--- config.mk ---
export PLATFORM = sky130hd
export DESIGN_NAME = box_animator_param_flat
export DESIGN_NICKNAME = d
export VERILOG_FILES = /design/src/rtl/box_animator_param_if.sv /design/src/rtl/box_animator_param.sv /design/src/flat_wrapper.sv
export SDC_FILE = /design/constraint.sdc
export NUM_CORES = 1
export LEC_CHECK = 0
export CAP_MARGIN = 20
export CORE_UTILIZATION = 61
export CTS_CLUSTER_DIAMETER = 80
export DETAILED_ROUTE_END_ITERATION = 6
export MAX_ROUTING_LAYER = met4
export PLACE_DENSITY_LB_ADDON = 0.3
export SYNTH_ARGS = -nofsm -noshare
export SYNTH_HDL_FRONTEND = slang
export SYNTH_SLANG_ARGS = --single-unit
export TNS_END_PERCENT = 5
--- constraint.sdc ---
create_clock -name iClock -period 3.5 [get_ports iClock]
set_clock_uncertainty 0.05 [all_clocks]
set_input_delay 0.35 -clock iClock [delete_from_list [all_inputs] [get_ports iClock]]
set_output_delay 0.35 -clock iClock [all_outputs]
set_load 0.005 [all_outputs]
--- src/rtl/box_animator_param_if.sv ---
// ---------------------------------------------------------------------------
// box_animator_param_if
//
// Purpose:
//    Bundles the colour/enable controls and the VGA plot stream of the box
//    animator so the design and whatever consumes the pixels share one
//    connection.
//
// Signals:
//    iColour   [2:0]    box colour, sampled at the start of each update
//    iEnable            1 = animate, 0 = pause (position frozen)
//    oX        [X_W-1:0] pixel x coordinate
//    oY        [Y_W-1:0] pixel y coordinate
//    oColour   [2:0]    pixel colour
//    oPlot              oX/oY/oColour valid, write the pixel this cycle
//    oNewFrame          one-cycle pulse per frame tick
//    oBusy              animator is drawing, erasing or moving
//
// Modports:
//    master   the animator (drives the o* signals)
//    slave    the pixel consumer / stimulus side (drives the i* signals)
// ---------------------------------------------------------------------------
interface box_animator_param_if #(
   parameter int X_W = 8,
   parameter int Y_W = 7
);

   logic [2:0]     iColour;
   logic           iEnable;
   logic [X_W-1:0] oX;
   logic [Y_W-1:0] oY;
   logic [2:0]     oColour;
   logic           oPlot;
   logic           oNewFrame;
   logic           oBusy;

   modport master (
      input  iColour, iEnable,
      output oX, oY, oColour, oPlot, oNewFrame, oBusy
   );

   modport slave (
      output iColour, iEnable,
      input  oX, oY, oColour, oPlot, oNewFrame, oBusy
   );

endinterface

--- src/rtl/box_animator_param.sv ---
// ---------------------------------------------------------------------------
// box_animator_param
//
// Purpose:
//    Moves a BOX_W x BOX_H box diagonally around an X_SCREEN x Y_SCREEN
//    pixel space, bouncing off all four edges. Every position update is
//    emitted as a pixel stream for a VGA adapter: erase the old box in
//    colour 0, one idle MOVE cycle, then draw the new box in the colour
//    sampled when the update started. Updates are paced by a frame timer
//    and a frames-per-update counter, with a single-entry pending request.
//
// Ports:
//    iClock   system clock, all state on the rising edge
//    iReset   asynchronous, active-high reset
//    bus      box_animator_param_if.master
//             (iColour, iEnable in; oX, oY, oColour, oPlot, oNewFrame,
//              oBusy out)
// ---------------------------------------------------------------------------
module box_animator_param #(
   parameter int X_W               = 8,
   parameter int Y_W               = 7,
   parameter int X_SCREEN          = 160,
   parameter int Y_SCREEN          = 120,
   parameter int BOX_W             = 4,
   parameter int BOX_H             = 4,
   parameter int STEP              = 1,
   parameter int X_START           = 0,
   parameter int Y_START           = 0,
   parameter int CLOCKS_PER_FRAME  = 833333,
   parameter int FRAMES_PER_UPDATE = 15
) (
   input logic                   iClock,
   input logic                   iReset,
   box_animator_param_if.master  bus
);

   localparam int X_MAX = X_SCREEN - BOX_W;
   localparam int Y_MAX = Y_SCREEN - BOX_H;

   // Position arithmetic is one bit wider than the outputs so that
   // pos + STEP can never wrap before it is compared against the limit.
   localparam int PX_W = X_W + 1;
   localparam int PY_W = Y_W + 1;

   localparam int FC_W = (CLOCKS_PER_FRAME > 1)  ? $clog2(CLOCKS_PER_FRAME)  : 1;
   localparam int UC_W = (FRAMES_PER_UPDATE > 1) ? $clog2(FRAMES_PER_UPDATE) : 1;
   localparam int XO_W = (BOX_W > 1) ? $clog2(BOX_W) : 1;
   localparam int YO_W = (BOX_H > 1) ? $clog2(BOX_H) : 1;

   localparam logic [FC_W-1:0] FRAME_LAST = FC_W'(CLOCKS_PER_FRAME - 1);
   localparam logic [UC_W-1:0] UPD_LAST   = UC_W'(FRAMES_PER_UPDATE - 1);
   localparam logic [XO_W-1:0] XOFF_LAST  = XO_W'(BOX_W - 1);
   localparam logic [YO_W-1:0] YOFF_LAST  = YO_W'(BOX_H - 1);
   localparam logic [PX_W-1:0] X_MAX_V    = PX_W'(X_MAX);
   localparam logic [PY_W-1:0] Y_MAX_V    = PY_W'(Y_MAX);
   localparam logic [PX_W-1:0] STEP_X     = PX_W'(STEP);
   localparam logic [PY_W-1:0] STEP_Y     = PY_W'(STEP);
   localparam logic [PX_W-1:0] X_START_V  = PX_W'(X_START);
   localparam logic [PY_W-1:0] Y_START_V  = PY_W'(Y_START);

   typedef enum logic [2:0] {
      INIT_DRAW,
      IDLE,
      ERASE,
      MOVE,
      DRAW
   } stateT;

   stateT           state;
   stateT           stateNext;

   logic [FC_W-1:0] frameCnt;
   logic            newFrame;
   logic [UC_W-1:0] updCnt;
   logic            pending;
   logic            updateReq;

   logic [XO_W-1:0] xOff;
   logic [YO_W-1:0] yOff;
   logic            lastPix;

   logic [PX_W-1:0] posX;
   logic [PY_W-1:0] posY;
   logic            dirRight;
   logic            dirDown;
   logic [2:0]      colourReg;

   logic            plotActive;
   logic            takeUpdate;
   logic            loadColour;
   logic            doMove;
   logic [2:0]      pixColour;

   logic [PX_W-1:0] sumX;
   logic [PY_W-1:0] sumY;

   logic [X_W-1:0]  xReg;
   logic [Y_W-1:0]  yReg;
   logic [2:0]      colourOut;
   logic            plotReg;
   logic            busyReg;

   assign lastPix   = (xOff == XOFF_LAST) && (yOff == YOFF_LAST);
   assign sumX      = posX + PX_W'(xOff);
   assign sumY      = posY + PY_W'(yOff);
   assign updateReq = newFrame && bus.iEnable && (updCnt == UPD_LAST);

   // Free-running frame timer; the tick is registered so oNewFrame is a
   // clean one-cycle pulse that ignores enable and FSM state.
   always_ff @(posedge iClock or posedge iReset) begin
      if (iReset) begin
         frameCnt <= '0;
         newFrame <= 1'b0;
      end else if (frameCnt == FRAME_LAST) begin
         frameCnt <= '0;
         newFrame <= 1'b1;
      end else begin
         frameCnt <= frameCnt + FC_W'(1);
         newFrame <= 1'b0;
      end
   end

   // Frames-per-update counter and the single pending request. A request
   // that lands while one is already pending just leaves it set, and a
   // request arriving in the same cycle IDLE consumes the old one wins, so
   // it is kept as the next pending update.
   always_ff @(posedge iClock or posedge iReset) begin
      if (iReset) begin
         updCnt  <= '0;
         pending <= 1'b0;
      end else begin
         if (newFrame && bus.iEnable) begin
            updCnt <= (updCnt == UPD_LAST) ? '0 : updCnt + UC_W'(1);
         end
         if (updateReq) begin
            pending <= 1'b1;
         end else if (takeUpdate) begin
            pending <= 1'b0;
         end
      end
   end

   // FSM state register.
   always_ff @(posedge iClock or posedge iReset) begin
      if (iReset) begin
         state <= INIT_DRAW;
      end else begin
         state <= stateNext;
      end
   end

   // Next-state and per-cycle control. The first INIT_DRAW pixel uses the
   // live iColour because the latched copy is only written on that edge.
   always_comb begin
      stateNext  = state;
      plotActive = 1'b0;
      takeUpdate = 1'b0;
      loadColour = 1'b0;
      doMove     = 1'b0;
      pixColour  = colourReg;
      case (state)
         INIT_DRAW: begin
            plotActive = 1'b1;
            if ((xOff == '0) && (yOff == '0)) begin
               loadColour = 1'b1;
               pixColour  = bus.iColour;
            end
            if (lastPix) begin
               stateNext = IDLE;
            end
         end
         IDLE: begin
            if (pending) begin
               takeUpdate = 1'b1;
               loadColour = 1'b1;
               stateNext  = ERASE;
            end
         end
         ERASE: begin
            plotActive = 1'b1;
            pixColour  = 3'd0;
            if (lastPix) begin
               stateNext = MOVE;
            end
         end
         MOVE: begin
            doMove    = 1'b1;
            stateNext = DRAW;
         end
         DRAW: begin
            plotActive = 1'b1;
            if (lastPix) begin
               stateNext = IDLE;
            end
         end
         default: begin
            stateNext = INIT_DRAW;
         end
      endcase
   end

   // Raster scan of the box: x offset is the inner loop. Both counters
   // return to zero after the last pixel, ready for the next phase.
   always_ff @(posedge iClock or posedge iReset) begin
      if (iReset) begin
         xOff <= '0;
         yOff <= '0;
      end else if (plotActive) begin
         if (xOff == XOFF_LAST) begin
            xOff <= '0;
            yOff <= lastPix ? '0 : yOff + YO_W'(1);
         end else begin
            xOff <= xOff + XO_W'(1);
         end
      end
   end

   // Box position, direction and latched colour. Hitting a limit clamps to
   // it and flips direction; both axes are evaluated in the same MOVE
   // cycle, so a corner reverses both at once.
   always_ff @(posedge iClock or posedge iReset) begin
      if (iReset) begin
         posX      <= X_START_V;
         posY      <= Y_START_V;
         dirRight  <= 1'b1;
         dirDown   <= 1'b1;
         colourReg <= 3'd0;
      end else begin
         if (loadColour) begin
            colourReg <= bus.iColour;
         end
         if (doMove) begin
            if (dirRight) begin
               if (posX + STEP_X >= X_MAX_V) begin
                  posX     <= X_MAX_V;
                  dirRight <= 1'b0;
               end else begin
                  posX <= posX + STEP_X;
               end
            end else begin
               if (posX <= STEP_X) begin
                  posX     <= '0;
                  dirRight <= 1'b1;
               end else begin
                  posX <= posX - STEP_X;
               end
            end
            if (dirDown) begin
               if (posY + STEP_Y >= Y_MAX_V) begin
                  posY    <= Y_MAX_V;
                  dirDown <= 1'b0;
               end else begin
                  posY <= posY + STEP_Y;
               end
            end else begin
               if (posY <= STEP_Y) begin
                  posY    <= '0;
                  dirDown <= 1'b1;
               end else begin
                  posY <= posY - STEP_Y;
               end
            end
         end
      end
   end

   // Registered plot outputs. oBusy is registered alongside them so it is
   // high on exactly the cycles that carry this sequence's pixels and its
   // MOVE gap.
   always_ff @(posedge iClock or posedge iReset) begin
      if (iReset) begin
         xReg      <= '0;
         yReg      <= '0;
         colourOut <= 3'd0;
         plotReg   <= 1'b0;
         busyReg   <= 1'b0;
      end else begin
         plotReg <= plotActive;
         busyReg <= (state != IDLE);
         if (plotActive) begin
            xReg      <= sumX[X_W-1:0];
            yReg      <= sumY[Y_W-1:0];
            colourOut <= pixColour;
         end
      end
   end

   assign bus.oX        = xReg;
   assign bus.oY        = yReg;
   assign bus.oColour   = colourOut;
   assign bus.oPlot     = plotReg;
   assign bus.oNewFrame = newFrame;
   assign bus.oBusy     = busyReg;

endmodule
--- src/flat_wrapper.sv ---
// flat-port wrapper written by rule: the top's interface ports become plain ports
module box_animator_param_flat 
#(
   parameter int X_W               = 8,
   parameter int Y_W               = 7,
   parameter int X_SCREEN          = 160,
   parameter int Y_SCREEN          = 120,
   parameter int BOX_W             = 4,
   parameter int BOX_H             = 4,
   parameter int STEP              = 1,
   parameter int X_START           = 0,
   parameter int Y_START           = 0,
   parameter int CLOCKS_PER_FRAME  = 833333,
   parameter int FRAMES_PER_UPDATE = 15
)
  (iClock, iReset, bus_iColour, bus_iEnable, bus_oX, bus_oY, bus_oColour, bus_oPlot, bus_oNewFrame, bus_oBusy);
  box_animator_param_if #(.X_W(X_W), .Y_W(Y_W)) bus_i ();
  input logic iClock;
  input logic iReset;
  input wire logic [$bits(bus_i.iColour)-1:0] bus_iColour;
  input wire logic [$bits(bus_i.iEnable)-1:0] bus_iEnable;
  output wire logic [$bits(bus_i.oX)-1:0] bus_oX;
  output wire logic [$bits(bus_i.oY)-1:0] bus_oY;
  output wire logic [$bits(bus_i.oColour)-1:0] bus_oColour;
  output wire logic [$bits(bus_i.oPlot)-1:0] bus_oPlot;
  output wire logic [$bits(bus_i.oNewFrame)-1:0] bus_oNewFrame;
  output wire logic [$bits(bus_i.oBusy)-1:0] bus_oBusy;
  assign bus_i.iColour = bus_iColour;
  assign bus_i.iEnable = bus_iEnable;
  assign bus_oX = bus_i.oX;
  assign bus_oY = bus_i.oY;
  assign bus_oColour = bus_i.oColour;
  assign bus_oPlot = bus_i.oPlot;
  assign bus_oNewFrame = bus_i.oNewFrame;
  assign bus_oBusy = bus_i.oBusy;
  box_animator_param #(.X_W(X_W), .Y_W(Y_W), .X_SCREEN(X_SCREEN), .Y_SCREEN(Y_SCREEN), .BOX_W(BOX_W), .BOX_H(BOX_H), .STEP(STEP), .X_START(X_START), .Y_START(Y_START), .CLOCKS_PER_FRAME(CLOCKS_PER_FRAME), .FRAMES_PER_UPDATE(FRAMES_PER_UPDATE)) u_core (.iClock(iClock), .iReset(iReset), .bus(bus_i));
endmodule
==> results.txt, run 1 <==
Notes on the flow outputs.

- The run finished with clean final reports.
- The total of hold buffers inserted after clock tree synthesis reads 0.
- The residual DRC count is 0.
- The most used standard cell by instance count after synthesis reads sky130_fd_sc_hd__dfrtp_1.
- The sum of negative setup slack reads 0 ps.
- For the pin with the worst max-slew slack, the measured transition is 926 ps.
- The part of the power in registers reads 0.530.
- Post-route period utilization is reported as 0.679.
- The first global-routing pass estimated 15,600 um of wire.
- The violation tally from detailed-route iteration zero is 310.
- The post-layout utilization of the core is 0.692.
- The count of non-filler cells in the finished layout is 620.
- The total of cells resized after clock tree synthesis reads 0.
- The worst vdd rail ir drop is 283 uV.
- The total cells reported by yosys after synthesis reads 510.
- The aggregate global routing overflow is 0.
- The synthesis report lists the most area-consuming cells as sky130_fd_sc_hd__dfrtp_1 (40%), sky130_fd_sc_hd__nand2_1 (5.0%), sky130_fd_sc_hd__o21ai_0 (4.5%), sky130_fd_sc_hd__ha_1 (4.4%), sky130_fd_sc_hd__nor2_1 (4.1%).
- On the worst setup and hold paths after CTS, the clock-pin slew comes to 80 ps.
- The average vias per placed instance is 5.88.
- The layout report lists the multi-input gate area as 0.00242 mm2.
- Max-cap violations in this run came to 0.
- The post-placement cell area is 0.00478 mm2.
- The power dissipated in the clock network is 0.740 mW.
- The switching power is 0.355 mW.
- The flop and latch count out of synthesis is 75.
- Of the post-synthesis cell area, the dominant cell type holds 0.403.
- The number of detailed-routing iterations run before antenna repair reads 5.
- The share of cells above drive strength 1 is 0.0749.
- The power density of the placed cells reads 329 mW/mm2.
- The number of nets at floorplan is 534.
- The count of buffers added by post-CTS timing repair for setup reads 0.
- The number of warnings in the stage logs reads 33.
- The final antenna-violating net count is 0.
- The power consumed by combinational cells reads 0.0321 mW.
- Per the final timing report, the hold violations number 0.
- TritonCTS built the clock tree.
- The width of the die is 88.2 um.
- After synthesis, the netlist uses 67 different library cells.
- For the worst setup path, the data arrival time is 2560 ps.
- Summed over all routing layers, the global router reports a total usage of 0.268.
- Per the CTS log, the root buffer master is sky130_fd_sc_hd__clkbuf_8.
- The HPWL after detailed placement reads 6180 um.
- Across all checked pins, the minimum headroom to the slew limit is 0.383.
- The pin count of the biggest net entering global routing is 76.
- The maximum clock frequency reads 0.421 GHz.
- At the later pin of the worst-skew pair, clock insertion delay measures 350 ps.
- The total power draw is 1.64 mW.
- The number of nets in the layout is 540.
- The total of endpoints with negative setup slack in the final report reads 0.
- According to the floorplan report, the placeable core area is 0.00721 mm2.
- In this run the core area contains 31 standard-cell rows.
- The average wire per cell in the routed design is 15.0 um.
- The count of final max-slew check failures is 0.
- The synthesis run shows the most used standard cells to be sky130_fd_sc_hd__dfrtp_1 (73), sky130_fd_sc_hd__nand2_1 (61), sky130_fd_sc_hd__nor2_1 (49), sky130_fd_sc_hd__o21ai_0 (41), sky130_fd_sc_hd__a21oi_1 (27).
- The cell count after placement is 604.
- The sequential element share of the synthesized area reads 0.414.
- The final timing report gives a worst setup slack of 1120 ps.
- The prevailing post-synth register cell reads sky130_fd_sc_hd__dfrtp_1.
- The deepest level of the CTS H-tree reads 3.
- The cell leakage power is 2.08 nW.
- The number of instances in the synthesized netlist is 510.
- The worst-case clock buffer depth reads 2.
- The synthesized area per cell is 8.89 um2.
- The number of global-route vias before repair is 3,371.
- The cell area that synthesis handed to floorplanning was 0.00453 mm2.
- The synthesis report lists the Yosys warning total as 0.
- The biggest area contributor in the post-synthesis netlist is sky130_fd_sc_hd__dfrtp_1.
- The data required time at the worst endpoint reads 3690 ps.
- The shortest period the worst path allows is 2380 ps.
- The number of enable-type register cells in the synthesized netlist reads 0.
- The worst slack at placement reads 1170 ps.
- The worst setup path is launched from a register.
- The clock net sink count reads 75.
- The internal power contribution is 1.29 mW.
- Setup repair after global routing left no endpoint under its margin.
- Measured along the y axis, the die boundary spans 88.2 um.
- The worst hold path class is reg -> reg.
- The effective utilization at floorplan reads 0.629.
- On the final layout, the worst hold slack is 429 ps.
- The total area of sequential cells reads 0.00188 mm2.
- According to the I/O placement log, the pin count is 27.
- For this run, the chip area from Yosys synthesis comes to 0.00453 mm2.
- The area overhead of the layout relative to synthesis is 10.1%.
- The switching share of power reads 0.216.
- The final antenna diode count is 0.
- The die area is 0.00778 mm2.
- The async set-reset flop share out of synthesis is 1.00.
- The combinational share of power reads 0.020.
- The initial antenna violation count is 0.
- The group drawing the most power reads registers.
- The CTS report gives the tree buffer count as 9.
- After routing the design area is 0.00499 mm2.
- STA classifies the critical path endpoint as a register.
- The number of port buffers is 26.
- The type of the worst setup path is reg -> reg.
- The power report lists the sequential group at 0.871 mW.
- The count of filler cells inserted in the layout is 595.
- The worst-path maximum fanout reads 11.
- The weighted congestion at the end of routability-driven global placement reads 0.915.
- The share of total power dissipated in the clock network is 0.450.
run 1: layout make-up:
type	instances	share of cell area
Multi-Input combinational cell	382	0.485
Clock buffer	11	0.0263
Inverter	20	0.0150
Clock inverter	5	0.0173
Tap cell	99	0.0248
Timing Repair Buffer	28	0.0551
Sequential cell	75	0.376
run 1: cells in the final DEF, fill, tap and decap left out, types with 6 or more instances in the layout:
cell type / instances
sky130_fd_sc_hd__o22a_1: 7
sky130_fd_sc_hd__nand3_1: 22
sky130_fd_sc_hd__clkdlybuf4s50_1: 26
sky130_fd_sc_hd__o21ai_0: 41
sky130_fd_sc_hd__nor2_1: 49
sky130_fd_sc_hd__xor2_1: 17
sky130_fd_sc_hd__nor3_1: 10
sky130_fd_sc_hd__mux2_2: 6
sky130_fd_sc_hd__clkbuf_8: 9
sky130_fd_sc_hd__a21oi_1: 27
sky130_fd_sc_hd__a31oi_1: 6
sky130_fd_sc_hd__ha_1: 16
sky130_fd_sc_hd__nand4_1: 9
sky130_fd_sc_hd__xnor2_1: 20
sky130_fd_sc_hd__nand2b_1: 6
sky130_fd_sc_hd__inv_1: 18
sky130_fd_sc_hd__dfrtp_1: 73
sky130_fd_sc_hd__nand2_1: 61
sky130_fd_sc_hd__o22ai_1: 6
run 1: state kept, by name, summed over array words and instances (netlist names), 2 cells and up:
name                count
u_core.bus.oColour      3
u_core.bus.oX           8
u_core.bus.oY           7
u_core.colourReg        3
u_core.frameCnt        20
u_core.posX             9
u_core.posY             8
u_core.state            3
u_core.updCnt           4
u_core.xOff             2
u_core.yOff             2
run 1: worst max-delay path, stage by stage (launching register included):
cell,delay [ps]
sky130_fd_sc_hd__dfrtp_1,540
sky130_fd_sc_hd__ha_1,390
sky130_fd_sc_hd__a21bo_2,280
sky130_fd_sc_hd__o32ai_1,330
sky130_fd_sc_hd__nor4_1,110
sky130_fd_sc_hd__o211a_1,290
sky130_fd_sc_hd__a22oi_1,180
sky130_fd_sc_hd__o22ai_1,100
run 1: worst paths after layout:
kind                            slack (ps)  cells after the start                  end              from
min in group asynchronous              550                      3  u_core.frameCnt[10]            iReset
worst max-delay path                  1120                      7       u_core.posY[3]    u_core.posY[0]
worst min-delay path                   430                      2     u_core.bus.oX[2]  u_core.bus.oX[2]
worst max register to register        1120                      7       u_core.posY[3]    u_core.posY[0]
worst min register to register         430                      2     u_core.bus.oX[2]  u_core.bus.oX[2]
max in group asynchronous             2250                      3       u_core.posX[6]            iReset
run 1: cells by family after synthesis:
family | count (synthesis) | synth area share
simple gates | 197 | 0.219
compound gates | 123 | 0.173
flops | 75 | 0.414
buf+inv | 53 | 0.0513
xor+xnor | 37 | 0.0715
fa+ha+maj | 18 | 0.0530
mux | 7 | 0.0171
run 1: per-layer routing:
layer  up-vias  global-route usage  share of wire
met4         0               0.110          0.023
met3        21              0.0373          0.048
met2        98               0.427           0.48
met5         -                   -              0
li1       1804                   -              -
met1      1722               0.347           0.45
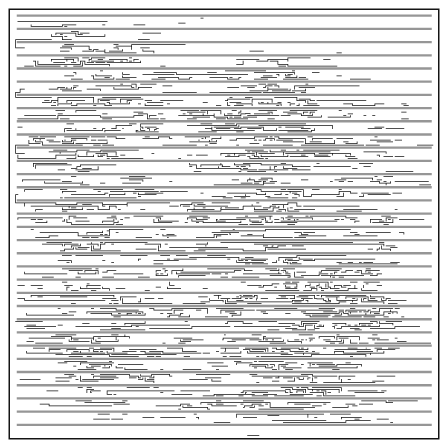
Figure 1: run 1, metal 1.
Supply wires on this layer in grey.
share of all routed wire: 45%
nets with wire on the layer: 494
wire length on this layer: 4,200 um
longest straight run: 27.1 um
met1 capacity usage during global routing: 0.347
routed via count: 3,645
total wire length after detailed routing: 9280 um

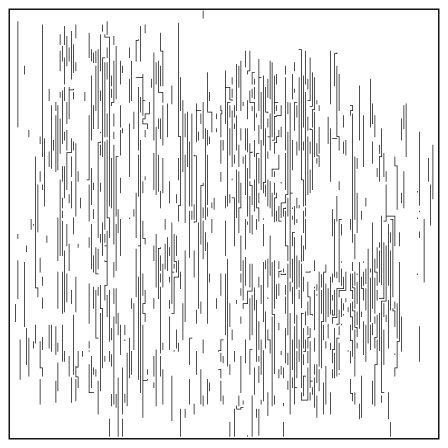
Figure 2: run 1, M2 wires.
main direction: vertical
nets with wire on the layer: 440
share of all routed wire: 48%
met2 usage: 0.427

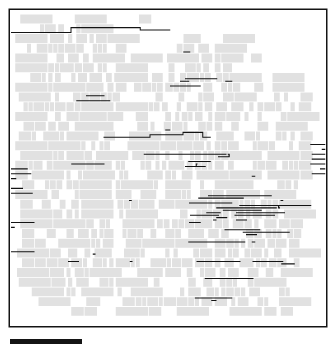
Figure 3: run 1, signal wires on met3.
Bar = 20 um.
wire length on this layer: 446 um
nets with wire on the layer: 45
longest straight run: 22.8 um
grt met3 use: 0.0373

Figure 4. The clock network (run 1).
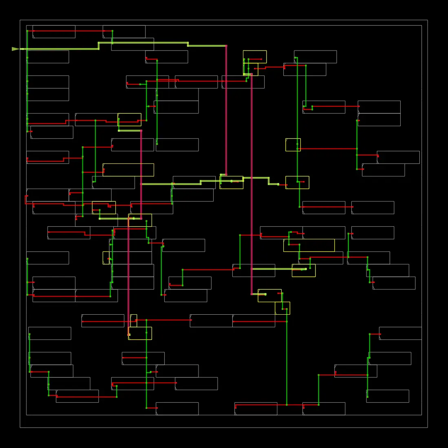

==> run 2, diff against run 1 <==
--- a/config.mk
+++ b/config.mk
@@ -6,7 +6,7 @@
 export NUM_CORES = 1
 export LEC_CHECK = 0
 export CAP_MARGIN = 20
-export CORE_UTILIZATION = 61
+export CORE_UTILIZATION = 60
 export CTS_CLUSTER_DIAMETER = 80
 export DETAILED_ROUTE_END_ITERATION = 6
 export MAX_ROUTING_LAYER = met4
==> constraint.sdc (replaced) <==
create_clock -name iClock -period 2.2 [get_ports iClock]
set_clock_uncertainty 0.05 [all_clocks]
set_input_delay 0.22 -clock iClock [delete_from_list [all_inputs] [get_ports iClock]]
set_output_delay 0.22 -clock iClock [all_outputs]
set_load 0.005 [all_outputs]
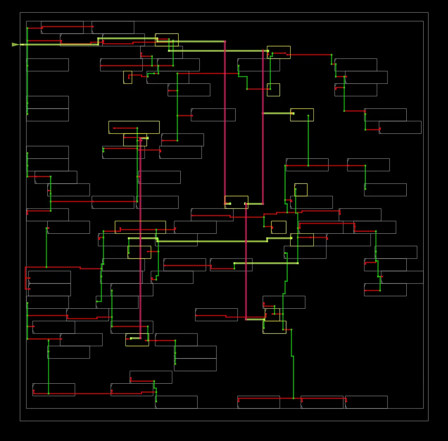
Figure 5: run 2, the clock network.
Clock Buffer Count: 9
later-pin clock latency in the skew report: 360 ps
clock sink count: 75
clock network power consumption: 1.21 mW

==> run 2 against run 1 <==
Synthesized cell count unchanged. Sequential power grew about 60%. Largest power group unchanged. Synthesized area unchanged. Maximum frequency grew 17%. First-iteration DRC count fell by 25%. Combinational power up 85%. Critical path depth down 1. Critical endpoint is now u_core.posX[0]. Power rose by 61%. Largest cell class unchanged. Utilization increased by 1.9 points. Die size increased by 1.6%.
==> results.txt, run 2 <==
Notes on the flow outputs.

- The flow ran to the end, and the final reports show no timing, DRC or antenna violations.
- Setup repair after global routing left no endpoint under its margin.
- The weighted congestion at the end of routability-driven global placement is 1.00.
- The number of enable-type register cells in the synthesized netlist reads 0.
- Yosys instantiated no cell more often than sky130_fd_sc_hd__dfrtp_1.
- The delay of the slowest critical-path stage reads 570 ps.
- Counting both buffers and inverters, the worst setup path holds a total of 0.
- For reference, the final report shows the max-slew violation count at 0.
- The routed layout reports a DRC error count of 0.
- The number of warnings in the stage logs is 33.
- The post-layout utilization of the core reads 0.711.
- The power report attributes to the sequential group a share of 0.522.
- The average wire per cell in the routed design reads 15.4 um.
- The async set-reset flop share out of synthesis is 1.00.
- Entering global routing, the biggest net connects 38 pins.
- The switching share of power is 0.227.
- The report lists the power per cell area as 512 mW/mm2.
- The wire length of the first global-routing pass is 16,400 um.
- No sink is reached through more buffers than the 2 on the longest clock path.
- The worst setup path is captured at a register.
- Final hold analysis gives a worst-case slack of 88.9 ps.
- The number of detailed-routing iterations run before antenna repair is 5.
- The cell leakage power reads 2.20 nW.
- The largest registers in the layout are u_core.frameCnt x20, u_core.posX x9.
- The effective utilization at floorplan is 0.622.
- The sum of negative setup slack is 0 ps.
- The total of endpoints with negative setup slack in the final report is 0.
- The slew at the pin with the worst max-slew slack reads 614 ps.
- The clock network fraction of design power is 0.455.
- The number of I/O pins reads 27.
- The number of nets at floorplan is 534.
- The number of rows in the core area reads 31.
- In this run the remaining antenna-violating nets after routing total 0.
- The maximum clock frequency is 0.492 GHz.
- By count the netlist is led by sky130_fd_sc_hd__dfrtp_1 (73), sky130_fd_sc_hd__nand2_1 (61), sky130_fd_sc_hd__nor2_1 (49), sky130_fd_sc_hd__o21ai_0 (41), sky130_fd_sc_hd__a21oi_1 (27).
- The prevailing post-synth register cell reads sky130_fd_sc_hd__dfrtp_1.
- The area share of the largest cell type after synthesis reads 0.403.
- The violation tally recorded at the end of detailed-routing iteration 0 is 231.
- Cell internal power was estimated by the tool at 2.05 mW.
- The deepest level of the CTS H-tree is 3.
- The combinational share of power is 0.022.
- The HPWL after detailed placement reads 6740 um.
- The synthesis report lists the most area-consuming cells as sky130_fd_sc_hd__dfrtp_1 (40%), sky130_fd_sc_hd__nand2_1 (5.0%), sky130_fd_sc_hd__o21ai_0 (4.5%), sky130_fd_sc_hd__ha_1 (4.4%), sky130_fd_sc_hd__nor2_1 (4.1%).
- The top logic cell by instance count in the layout reads sky130_fd_sc_hd__dfrtp_1.
- The switching power is 0.602 mW.
- The leading area contributor after synthesis is sky130_fd_sc_hd__dfrtp_1.
- Buffers added to address setup during post-CTS repair amount to 0.
- The area figure in the yosys stat output reads 0.00453 mm2.
- The number of CTS-inserted buffers is 9.
- The number of global-route vias before repair is 3,460.
- u_core.frameCnt holds more flip-flops than any other register.
- The cell class contributing the biggest share of worst-path delay is flip-flops.
- The number of instances in the synthesized netlist reads 510.
- Per the post-CTS timing run, clock transition at the registers of the reported paths is 80 ps.
- The flop and latch count out of synthesis reads 75.
- The total standard cell area after synthesis is 0.00453 mm2.
- In this run the maximum-capacitance check reported violations numbering 0.
- The vias after detailed routing is 3,798.
- The area overhead of the layout relative to synthesis reads 14.3%.
- For reference, the critical path cell chain is and4_1 -> nand4_1 -> xor2_1 -> and2_4 -> a31o_4 -> a311o_1.
- The count of cell types in the netlist is 67.
- The worst hold path belongs to the class in -> async.
- The die area is 0.00791 mm2.
- The count of non-filler cells in the finished layout is 640.
- The clock root buffer reads sky130_fd_sc_hd__clkbuf_8.
- The headroom to the max-slew limit is 0.590.
- For this run the aggregate overflow at the end of global routing stands at 0.
- The core outline area reads 0.00729 mm2.
- The shortest period the worst path allows is 2030 ps.
- For reference, the final report shows the hold violation count at 0.
- The cell count after placement is 624.
- The register with the most flip-flops in the layout has 20 of them.
- The critical path startpoint category is a register.
- Ranking logic cells in the layout by count gives the top entries sky130_fd_sc_hd__dfrtp_1 (72), sky130_fd_sc_hd__nand2_1 (61), sky130_fd_sc_hd__nor2_1 (49).
- The average vias per placed instance is 5.93.
- The share of the clock period used by the worst path after layout is 0.924.
- The standard cell with the maximum stage delay on the critical path is sky130_fd_sc_hd__dfrtp_1.
- The type of the worst setup path reads reg -> reg.
- The worst-path maximum fanout reads 11.
- The sequential element share of the synthesized area is 0.414.
- The TritonCTS clock tree reads built.
- Across every metal layer, demand over resource in global routing totals 0.284.
- The synthesis log from Yosys contains 0 warnings.
- The worst vdd rail ir drop is 367 uV.
- The critical path arrival reads 2230 ps.
- The number of nets in the layout is 560.
- The synthesized area per cell is 8.89 um2.
- The number of port buffers reads 26.
- The total power draw is 2.65 mW.
- The total cells reported by yosys after synthesis is 510.
- The initial antenna violation count reads 0.
- The data required time at the worst endpoint reads 2390 ps.
- Per the final layout report, the fraction of cells sized above drive strength 1 comes to 0.118.
- According to the floorplan report, the die width is 88.9 um.
- The die span in y reads 88.9 um.
- The final antenna diode count is 0.
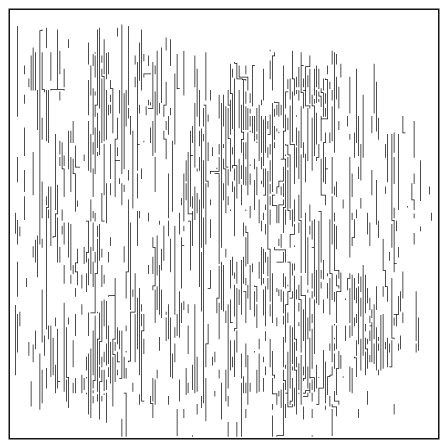
Figure 6: run 2, M2 wires.
wire length on this layer: 4,610 um
longest straight run: 44.4 um
nets with wire on the layer: 462
share of all routed wire: 47%
total wire length after detailed routing: 9870 um
met2 usage: 0.436

==> run 2: cell counts after synthesis <==
No cell type changed its count.
==> run 2: what timing repair did <==
item / 4_1_cts / 5_1_grt
hold buffers: 0 / 0
setup endpoints to repair: 0 / 4
gates resized: 0 / 3
==> run 2: cells by family after synthesis <==
| family | synth area share |
|---|---|
| multiplexers | 0.0171 |
| AND-OR/OR-AND | 0.173 |
| adder cells (fa/ha/maj) | 0.0530 |
| flip-flops | 0.414 |
| AND/OR/NAND/NOR | 0.219 |
| buffers and inverters | 0.0513 |
| XOR/XNOR | 0.0715 |
==> run 2: power by group through the flow <==
stage          combinational [mW]  clock, mW  sequential [mW]
6_report                   0.0593       1.21             1.39
3_5_place_dp               0.0613          0             1.41
4_1_cts                    0.0619       1.22             1.39
3_3_place_gp               0.0606          0             1.41
5_1_grt                    0.0674       1.28             1.39
2_1_floorplan              0.0274          0             1.41
==> run 2: per-stage QoR <==
step | instance area, um2 | worst slack, ps
6_report | 5180 | 167
5_1_grt | 5180 | 0.281
4_1_cts | 5170 | 114
3_5_place_dp | 4950 | 132
3_3_place_gp | 4950 | 230
2_1_floorplan | 4530 | 23.3
==> run 2: path summary, 6_finish.rpt <==
| kind | startpoint | end | slack [ps] | cells past startpoint |
|---|---|---|---|---|
| worst max-delay path | u_core.posX[3] | u_core.posX[0] | 170 | 6 |
| max in group asynchronous | iReset | u_core.dirDown | 1450 | 3 |
| min in group iClock | u_core.bus.oY[5] | u_core.bus.oY[5] | 430 | 2 |
| worst max register to register | u_core.posX[3] | u_core.posX[0] | 170 | 6 |
| worst min-delay path | iReset | u_core.frameCnt[7] | 90 | 2 |
| worst min register to register | u_core.bus.oY[5] | u_core.bus.oY[5] | 430 | 2 |
==> run 2: final cells by class <==
cell class                 count  area [um2]
tap                           99         124
multi-input combinational    382        2430
inverter                      20        75.1
clock buffer                   9         124
sequential                    75        1880
timing repair buffer          48         450
clock inverter                 7        97.6
fill                         599        2110
==> run 2: per-layer routing <==
| metal | global-route usage | part of all wire | vias to the layer above | routed length, um |
|---|---|---|---|---|
| li1 | - | - | 1844 | - |
| met1 | 0.383 | 0.46 | 1802 | 4510 |
| met2 | 0.436 | 0.47 | 134 | 4610 |
| met3 | 0.0508 | 0.057 | 18 | 563 |
| met4 | 0.0996 | 0.019 | 0 | 187 |
| met5 | - | 0 | - | 0 |
No activity file was given, so power comes from the tool's default toggle rates.
